final_placement.png
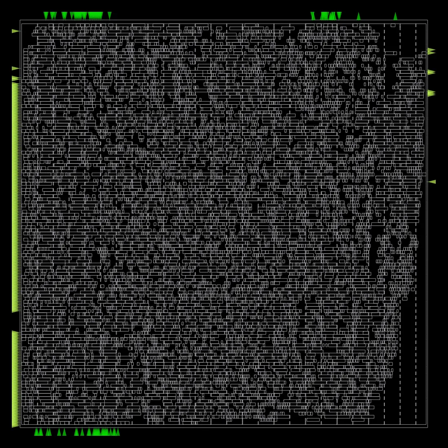
port_nets.png
(1.5 px per µm)
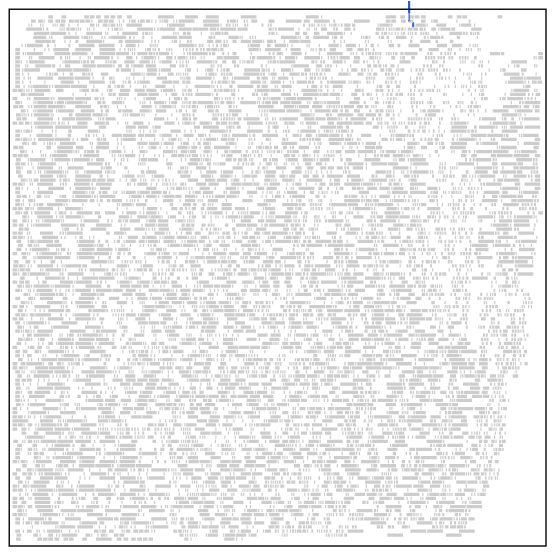
metal_stack.png
(1 px per µm) Two of the layers only.
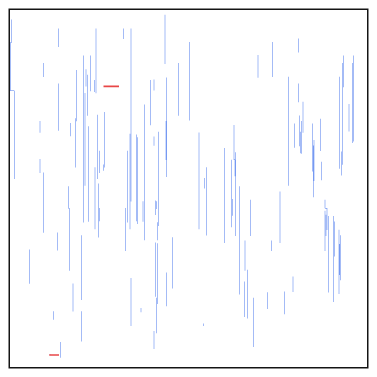
**src/rtl/rs_conv_engine_if.sv**
```systemverilog
// Handshake and tile bus between the tile loader / ofmap writer and rs_conv_engine.
// The master drives the job and o_ready. The slave (the engine) drives status and the output stream.
interface rs_conv_engine_if #(
    parameter int IFMAP  = 5,
    parameter int FILTER = 3,
    parameter int STRIDE = 1,
    parameter int DATA_W = 8,
    parameter int OUT_W  = 8
);
    localparam int OUT = (IFMAP - FILTER) / STRIDE + 1;
    localparam int CW  = (OUT > 1) ? $clog2(OUT) : 1;

    logic                             start;
    logic                             relu_en;
    logic [4:0]                       shift;
    logic [IFMAP*IFMAP*DATA_W-1:0]    ifmap_flat;
    logic [FILTER*FILTER*DATA_W-1:0]  filter_flat;
    logic                             busy;
    logic                             o_valid;
    logic                             o_ready;
    logic [OUT_W-1:0]                 o_data;
    logic [CW-1:0]                    o_row;
    logic [CW-1:0]                    o_col;
    logic                             o_last;
    logic                             done;

    modport master (
        output start, relu_en, shift, ifmap_flat, filter_flat, o_ready,
        input  busy, o_valid, o_data, o_row, o_col, o_last, done
    );

    modport slave (
        input  start, relu_en, shift, ifmap_flat, filter_flat, o_ready,
        output busy, o_valid, o_data, o_row, o_col, o_last, done
    );
endinterface

```
**src/rtl/rs_conv_engine.sv**
```systemverilog
// Row-stationary 2-D convolution engine: a FILTER x OUT grid of PEs, one output column per FILTER cycles.
// It captures one tile on start, computes the tile, then streams the post-processed results in raster order.
module rs_conv_engine #(
    parameter int IFMAP  = 5,
    parameter int FILTER = 3,
    parameter int STRIDE = 1,
    parameter int DATA_W = 8,
    parameter int ACC_W  = 20,
    parameter int OUT_W  = 8
) (
    input  logic             clk,
    input  logic             rst,
    rs_conv_engine_if.slave  bus
);
    localparam int OUT = (IFMAP - FILTER) / STRIDE + 1;
    localparam int CW  = (OUT > 1) ? $clog2(OUT) : 1;
    localparam int TW  = (FILTER > 1) ? $clog2(FILTER) : 1;
    localparam int IW  = (IFMAP > 1) ? $clog2(IFMAP) : 1;
    localparam logic signed [ACC_W-1:0] SAT_HI = ACC_W'(2 ** (OUT_W - 1) - 1);
    localparam logic signed [ACC_W-1:0] SAT_LO = -SAT_HI - ACC_W'(1);

    generate
        if (FILTER < 1 || STRIDE < 1 || IFMAP < FILTER || ((IFMAP - FILTER) % STRIDE) != 0)
            $error("rs_conv_engine: illegal IFMAP/FILTER/STRIDE combination");
        if (ACC_W < 2 * DATA_W + $clog2(FILTER * FILTER))
            $error("rs_conv_engine: ACC_W too narrow");
    endgenerate

    typedef enum logic [2:0] {S_IDLE, S_LOAD, S_COMPUTE, S_DRAIN, S_DONE} state_t;
    state_t state_q, state_d;

    logic signed [DATA_W-1:0] ifm_q  [IFMAP][IFMAP];
    logic signed [DATA_W-1:0] flt_q  [FILTER][FILTER];
    logic signed [ACC_W-1:0]  psum_q [FILTER][OUT];
    logic signed [OUT_W-1:0]  res_q  [OUT][OUT];
    logic                     relu_q;
    logic [4:0]               shift_q;
    logic [CW-1:0]            col_q, drow_q, dcol_q;
    logic [TW-1:0]            tap_q;

    logic signed [ACC_W-1:0]  prod    [FILTER][OUT];
    logic signed [ACC_W-1:0]  col_sum [OUT];
    logic                     tap_last, col_last, beat_last, xfer;

    function automatic logic signed [OUT_W-1:0] post_proc(input logic signed [ACC_W-1:0] a,
                                                          input logic relu, input logic [4:0] sh);
        logic signed [ACC_W-1:0] v;
        v = (relu && a < 0) ? '0 : a;
        v = v >>> sh;
        if (v > SAT_HI) return OUT_W'(SAT_HI);
        if (v < SAT_LO) return OUT_W'(SAT_LO);
        return OUT_W'(v);
    endfunction

    // PE(i,j): filter row i against ifmap row j*STRIDE+i at the current column/tap.
    always_comb begin
        for (int i = 0; i < FILTER; i++) begin
            for (int j = 0; j < OUT; j++) begin
                prod[i][j] = ACC_W'(flt_q[i][tap_q] *
                    ifm_q[IW'(j * STRIDE + i)][IW'(int'(col_q) * STRIDE + int'(tap_q))]);
            end
        end
        for (int j = 0; j < OUT; j++) begin
            col_sum[j] = '0;
            for (int i = 0; i < FILTER; i++) begin
                col_sum[j] = col_sum[j] + psum_q[i][j] + prod[i][j];
            end
        end
    end

    assign tap_last  = (tap_q == TW'(FILTER - 1));
    assign col_last  = (col_q == CW'(OUT - 1));
    assign beat_last = (drow_q == CW'(OUT - 1)) && (dcol_q == CW'(OUT - 1));
    assign xfer      = (state_q == S_DRAIN) && bus.o_ready;

    always_comb begin
        state_d = state_q;
        case (state_q)
            S_IDLE:    if (bus.start) state_d = S_LOAD;
            S_LOAD:    state_d = S_COMPUTE;
            S_COMPUTE: if (tap_last && col_last) state_d = S_DRAIN;
            S_DRAIN:   if (xfer && beat_last) state_d = S_DONE;
            S_DONE:    state_d = S_IDLE;
            default:   state_d = S_IDLE;
        endcase
    end

    assign bus.busy    = (state_q == S_LOAD) || (state_q == S_COMPUTE) || (state_q == S_DRAIN);
    assign bus.o_valid = (state_q == S_DRAIN);
    assign bus.o_data  = (state_q == S_DRAIN) ? res_q[drow_q][dcol_q] : '0;
    assign bus.o_row   = drow_q;
    assign bus.o_col   = dcol_q;
    assign bus.o_last  = (state_q == S_DRAIN) && beat_last;
    assign bus.done    = (state_q == S_DONE);

    always_ff @(posedge clk) begin
        if (rst) begin
            state_q <= S_IDLE;
            relu_q  <= 1'b0;
            shift_q <= '0;
            col_q   <= '0;
            tap_q   <= '0;
            drow_q  <= '0;
            dcol_q  <= '0;
            for (int r = 0; r < IFMAP; r++)
                for (int c = 0; c < IFMAP; c++) ifm_q[r][c] <= '0;
            for (int r = 0; r < FILTER; r++)
                for (int c = 0; c < FILTER; c++) flt_q[r][c] <= '0;
            for (int i = 0; i < FILTER; i++)
                for (int j = 0; j < OUT; j++) psum_q[i][j] <= '0;
            for (int r = 0; r < OUT; r++)
                for (int c = 0; c < OUT; c++) res_q[r][c] <= '0;
        end else begin
            state_q <= state_d;
            case (state_q)
                S_IDLE: if (bus.start) begin
                    relu_q  <= bus.relu_en;
                    shift_q <= bus.shift;
                    for (int r = 0; r < IFMAP; r++)
                        for (int c = 0; c < IFMAP; c++)
                            ifm_q[r][c] <= bus.ifmap_flat[(r * IFMAP + c) * DATA_W +: DATA_W];
                    for (int r = 0; r < FILTER; r++)
                        for (int c = 0; c < FILTER; c++)
                            flt_q[r][c] <= bus.filter_flat[(r * FILTER + c) * DATA_W +: DATA_W];
                end
                S_LOAD: begin
                    col_q <= '0;
                    tap_q <= '0;
                    for (int i = 0; i < FILTER; i++)
                        for (int j = 0; j < OUT; j++) psum_q[i][j] <= '0;
                end
                S_COMPUTE: begin
                    if (tap_last) begin
                        tap_q <= '0;
                        col_q <= col_last ? '0 : col_q + CW'(1);
                        for (int j = 0; j < OUT; j++) begin
                            res_q[j][col_q] <= post_proc(col_sum[j], relu_q, shift_q);
                            for (int i = 0; i < FILTER; i++) psum_q[i][j] <= '0;
                        end
                    end else begin
                        tap_q <= tap_q + TW'(1);
                        for (int i = 0; i < FILTER; i++)
                            for (int j = 0; j < OUT; j++) psum_q[i][j] <= psum_q[i][j] + prod[i][j];
                    end
                end
                S_DRAIN: if (xfer) begin
                    if (dcol_q == CW'(OUT - 1)) begin
                        dcol_q <= '0;
                        drow_q <= beat_last ? '0 : drow_q + CW'(1);
                    end else begin
                        dcol_q <= dcol_q + CW'(1);
                    end
                end
                default: ;
            endcase
        end
    end
endmodule

```
**src/flat_wrapper.sv**
```systemverilog
// flat-port wrapper written by rule: the top's interface ports become plain ports
module rs_conv_engine_flat 
#(
    parameter int IFMAP  = 5,
    parameter int FILTER = 3,
    parameter int STRIDE = 1,
    parameter int DATA_W = 8,
    parameter int ACC_W  = 20,
    parameter int OUT_W  = 8
)
  (clk, rst, bus_start, bus_relu_en, bus_shift, bus_ifmap_flat, bus_filter_flat, bus_o_ready, bus_busy, bus_o_valid, bus_o_data, bus_o_row, bus_o_col, bus_o_last, bus_done);
  rs_conv_engine_if #(.IFMAP(IFMAP), .FILTER(FILTER), .STRIDE(STRIDE), .DATA_W(DATA_W), .OUT_W(OUT_W)) bus_i ();
  input  logic clk;
  input  logic rst;
  input wire logic [$bits(bus_i.start)-1:0] bus_start;
  input wire logic [$bits(bus_i.relu_en)-1:0] bus_relu_en;
  input wire logic [$bits(bus_i.shift)-1:0] bus_shift;
  input wire logic [$bits(bus_i.ifmap_flat)-1:0] bus_ifmap_flat;
  input wire logic [$bits(bus_i.filter_flat)-1:0] bus_filter_flat;
  input wire logic [$bits(bus_i.o_ready)-1:0] bus_o_ready;
  output wire logic [$bits(bus_i.busy)-1:0] bus_busy;
  output wire logic [$bits(bus_i.o_valid)-1:0] bus_o_valid;
  output wire logic [$bits(bus_i.o_data)-1:0] bus_o_data;
  output wire logic [$bits(bus_i.o_row)-1:0] bus_o_row;
  output wire logic [$bits(bus_i.o_col)-1:0] bus_o_col;
  output wire logic [$bits(bus_i.o_last)-1:0] bus_o_last;
  output wire logic [$bits(bus_i.done)-1:0] bus_done;
  assign bus_i.start = bus_start;
  assign bus_i.relu_en = bus_relu_en;
  assign bus_i.shift = bus_shift;
  assign bus_i.ifmap_flat = bus_ifmap_flat;
  assign bus_i.filter_flat = bus_filter_flat;
  assign bus_i.o_ready = bus_o_ready;
  assign bus_busy = bus_i.busy;
  assign bus_o_valid = bus_i.o_valid;
  assign bus_o_data = bus_i.o_data;
  assign bus_o_row = bus_i.o_row;
  assign bus_o_col = bus_i.o_col;
  assign bus_o_last = bus_i.o_last;
  assign bus_done = bus_i.done;
  rs_conv_engine #(.IFMAP(IFMAP), .FILTER(FILTER), .STRIDE(STRIDE), .DATA_W(DATA_W), .ACC_W(ACC_W), .OUT_W(OUT_W)) u_core (.clk(clk), .rst(rst), .bus(bus_i));
endmodule
```
**config.mk**
```make
export PLATFORM = sky130hd
export DESIGN_NAME = rs_conv_engine_flat
export DESIGN_NICKNAME = d
export VERILOG_FILES = /design/src/rtl/rs_conv_engine_if.sv /design/src/rtl/rs_conv_engine.sv /design/src/flat_wrapper.sv
export SDC_FILE = /design/constraint.sdc
export NUM_CORES = 2
export LEC_CHECK = 0
export ABC_AREA = 1
export CAP_MARGIN = 20
export CORE_UTILIZATION = 50
export DETAILED_ROUTE_END_ITERATION = 8
export PLACE_DENSITY_LB_ADDON = 0.08
export SYNTH_ARGS = -nofsm -noshare
export SYNTH_HDL_FRONTEND = slang
export SYNTH_SLANG_ARGS = --single-unit
```
**constraint.sdc**
```tcl
create_clock -name clk -period 13.2 [get_ports clk]
set_input_delay 3.96 -clock clk [delete_from_list [all_inputs] [get_ports clk]]
set_output_delay 3.96 -clock clk [all_outputs]
set_load 0.005 [all_outputs]
```
==> run summary <==
Observations from the implementation run.

STA:
- The run gives the number of hold violations in the final report as 0.
- The run puts the clock tree skew after final layout at 44.0 ps.
- The run gives the worst path setup slack after routing as 730 ps.
- The run puts the remaining max-slew budget at the tightest pin at 0.267.
- The run gives the period utilization as 0.945.
- Looking at the max-slew report, the worst-margin pin has a slew of 1100 ps.
- The run puts the sum of negative setup slack at 0 ps.
- The run puts the final number of max-transition violations at 0.
- The highest clock rate this design can be run at is 80.2 MHz.
- The run puts the final critical path time including I/O delays and setup at 12470 ps.
- The most critical hold endpoint after final layout shows a slack of 534 ps.
- The run puts the final setup violation count at 0.

Worst setup path:
- Among all stages on the critical path, the maximum delay recorded is 580 ps.
- The run gives the required time at the worst-slack endpoint as 13590 ps.
- The endpoint identified for the worst register-to-register timing path is u_core.res_q[2][16].
- The run gives the termination of the worst setup path as u_core.res_q[2][16].
- The worst register-to-register path has a depth of 63.
- The run gives the critical path's slowest cell as fa_2.
- The run gives the kind of critical path as register to register.
- The run puts the biggest fanout along the worst timing path at 35.
- The most numerous cell type found on the critical path is inv_1.
- The run gives the flop-to-flop setup slack as 730 ps.
- The timing report notes that buffer and inverter cells on the critical path total 14.
- STA puts the critical path data arrival time at 12860 ps.
- The run puts the number of stages on the worst setup path at 63.
- The launch point of the worst register-to-register path is recorded as u_core.col_q[0].
- STA classifies the critical path endpoint as a register.
- The run gives the dominant delay contributor by cell family on the critical path as adder cells.
- The run gives the critical path startpoint as u_core.col_q[0].

Placed design:
- The run gives the placed wire-length estimate as 141000 µm.
- The run gives the total cell area at the placement stage as 0.0681 mm².
- After its last routability iteration, the placer logged a weighted congestion of 0.908.
- The run puts the instance count after placement with tap cells included at 9617.

Clock tree:
- TritonCTS built the clock tree.
- Per the post-CTS timing run, clock transition at the registers of the reported paths is 60 ps.
- CTS reports a maximum clock tree buffer depth of 3.
- The run puts the number of clock sinks seen by CTS at 543.
- The run gives the number of cells upsized or downsized after cts as 0.
- The run puts the source-to-sink clock delay at the later pin of the worst-skew pair at 680 ps.
- The number of hold buffers added after CTS was 0.
- Looking at the clock tree report, the H-tree level count equals 3.
- The cell sitting at the root of the clock tree is a clkbuf_16.
- The run puts the number of CTS-inserted buffers at 68.
- The number of setup buffers added after CTS is 0.

Synth:
- The commonest cells after synthesis are inv_1, nand2_1, nor2_1, fa_1, edfxtp_1.
- The run gives the cell area after technology mapping as 0.0630 mm².
- The run gives the share of the synthesized area in the top cell type as 0.250.
- The synthesis report lists the most area-consuming cells as edfxtp_1, fa_1, inv_1.
- The cell type that accounts for the most area after synthesis is edfxtp_1.
- Yosys reports the multiplexer fraction of the synthesized area as 0.00445.
- The cell-mix breakdown from Yosys lists the XOR/XNOR area share as 0.0294.
- The run puts the tally of yosys warning messages at 0.
- For reference, the post-synthesis area per instance comes to 8.07 µm².
- The run gives the gate count after technology mapping as 7800.
- The run gives the number of flops mapped to enable cells by yosys as 524.
- The run puts the synthesis-stage register bit count at 543.
- After synthesis, the share of flip-flops with an asynchronous set or reset is 0.
- The run gives the count of unique library cells instantiated by Yosys as 56.
- Of the synthesized area, sequential elements account for 0.256.
- The run puts the simple logic cell fraction of the synthesized area at 0.178.
- The run gives the number of standard cells reported by yosys as 7800.
- The run gives the area of the synthesized netlist per yosys stat as 0.0630 mm².
- Grouping non-sequential cells by family puts the most area in adder cells.
- The run gives the most common cell in the synthesized netlist as inv_1.
- Per the synthesis report, the adder-cell share of the synthesized area is 0.312.
- Looking at the cell usage after synthesis, the top flip-flop cell is edfxtp_1.

Drt:
- The run puts the final routed DRC violation total at 0.
- Nets still carrying antenna violations after routing amount to 0.
- The run gives the count of routing violations after the opening detailed-route iteration as 3843.
- The run gives the mean number of vias per cell as 5.24.
- The run gives the iteration count of the initial detailed-routing pass as 6.

Global route:
- The run gives the via count of the first global-routing pass as 51.2k.
- Per the GRT log, the top usage layer is met2.
- The run gives the met1 routing resource usage after global routing as 0.399.
- The run puts the first-pass GRT wire length at 280000 µm.
- The run gives the maximum number of pins on one net before global-route repair as 185.
- met3 track demand over resource after global routing is 0.0332.
- The run gives the met2 demand-to-capacity share in global routing as 0.453.
- The initial antenna violation count was 3.
- The run puts the residual overflow from global routing at 0.

Worst hold path:
- The run puts the number of cells traversed by the worst hold path at 2.
- Hold analysis lists the worst path endpoint as u_core.col_q[0].
- In this run the most critical hold path is launched from u_core.col_q[0].

Layout:
- Counting only logic cells after layout, the most numerous master is inv_1.
- 5195 cells are multi-input combinational gates.
- The run gives the inverter count of the layout excluding clock inverters as 1835.
- The run gives the number of ordinary and repair buffers in the finished layout as 423.
- The run gives the number of sequential storage elements as 543.
- The run gives the tally of clock buffers in the finished layout as 86.
- The run puts the antenna diode count at 0.
- The run gives the multi-input combinational area share as 0.558.
- Once layout is done, the placed cells without fillers occupy 0.0707 mm².
- The biggest slice of the area belongs to combinational gates.
- The run puts the utilization after layout at 0.569.
- The run gives the net count of the finished layout as 9515.
- Summing all multi-input logic gate instances after layout gives 0.0395 mm².
- The run puts the non-clock buffer contribution to total cell area at 0.0570.
- The library cells used most frequently in the layout, excluding fill and tap cells, are inv_1, nand2_1, nor2_1.
- The flow measured a signed area growth from synthesis to layout of 12.3%.
- The run puts the fraction of final layout cells sized beyond drive strength 1 at 0.0468.

Floorplan:
- The run puts the overall die area at 0.127 mm².
- The run gives the number of well taps as 1637.
- The run puts the die extent in y at 357 µm.
- The run gives the effective utilization at floorplan as 0.507.
- The run gives the x dimension of the die as 357 µm.

Status:
- The run finished with clean final reports.

Run:
- The run gives the total tool warning count as 31.
About final_placement.png:
sequential portion of the cell area: 0.228
number of filler cells placed in the layout: 11.6k
area of the core region: 0.124 mm²
number of rows in the core area: 129
number of cells in the finished layout apart from fillers: 9753

About port_nets.png:
- blue: bus_o_ready (bits 1; direction input; end cells 1; buffers 1; wire 9.60 µm)
# port buffers: 297
Top-Level Pins: 298

About metal_stack.png:
- red: met5 (wire length 22.1 µm)
- blue: met4 (wire length 5370 µm)
via count: 51.1k
total track usage: 0.282
routed len/inst: 18.1 µm
wire length reported by the detailed router: 176000 µm

-- kinds of logic after synthesis --
kind of cell,Yosys count
AND-OR/OR-AND,1044
XOR/XNOR,210
adder cells (fa/ha/maj),1167
buffers and inverters,2068
flip-flops,543
multiplexers,25
AND/OR/NAND/NOR,2743
-- per-layer routing --
layer,up-vias,share of wire
met2,1555,0.45
met5,-,0.00012
met4,4,0.030
met3,255,0.061
li1,24944,-
met1,24331,0.46
-- sequential cells by signal, summed over array words and instances, names as in the netlist, named ones only --
register,flops
u_core.flt_q,72
u_core.bus.o_row,2
u_core.state_q,3
u_core.ifm_q,200
u_core.tap_q,2
u_core.res_q,72
u_core.psum_q,180
u_core.bus.o_col,2
u_core.col_q,2
u_core.relu_q,1
u_core.shift_q,5
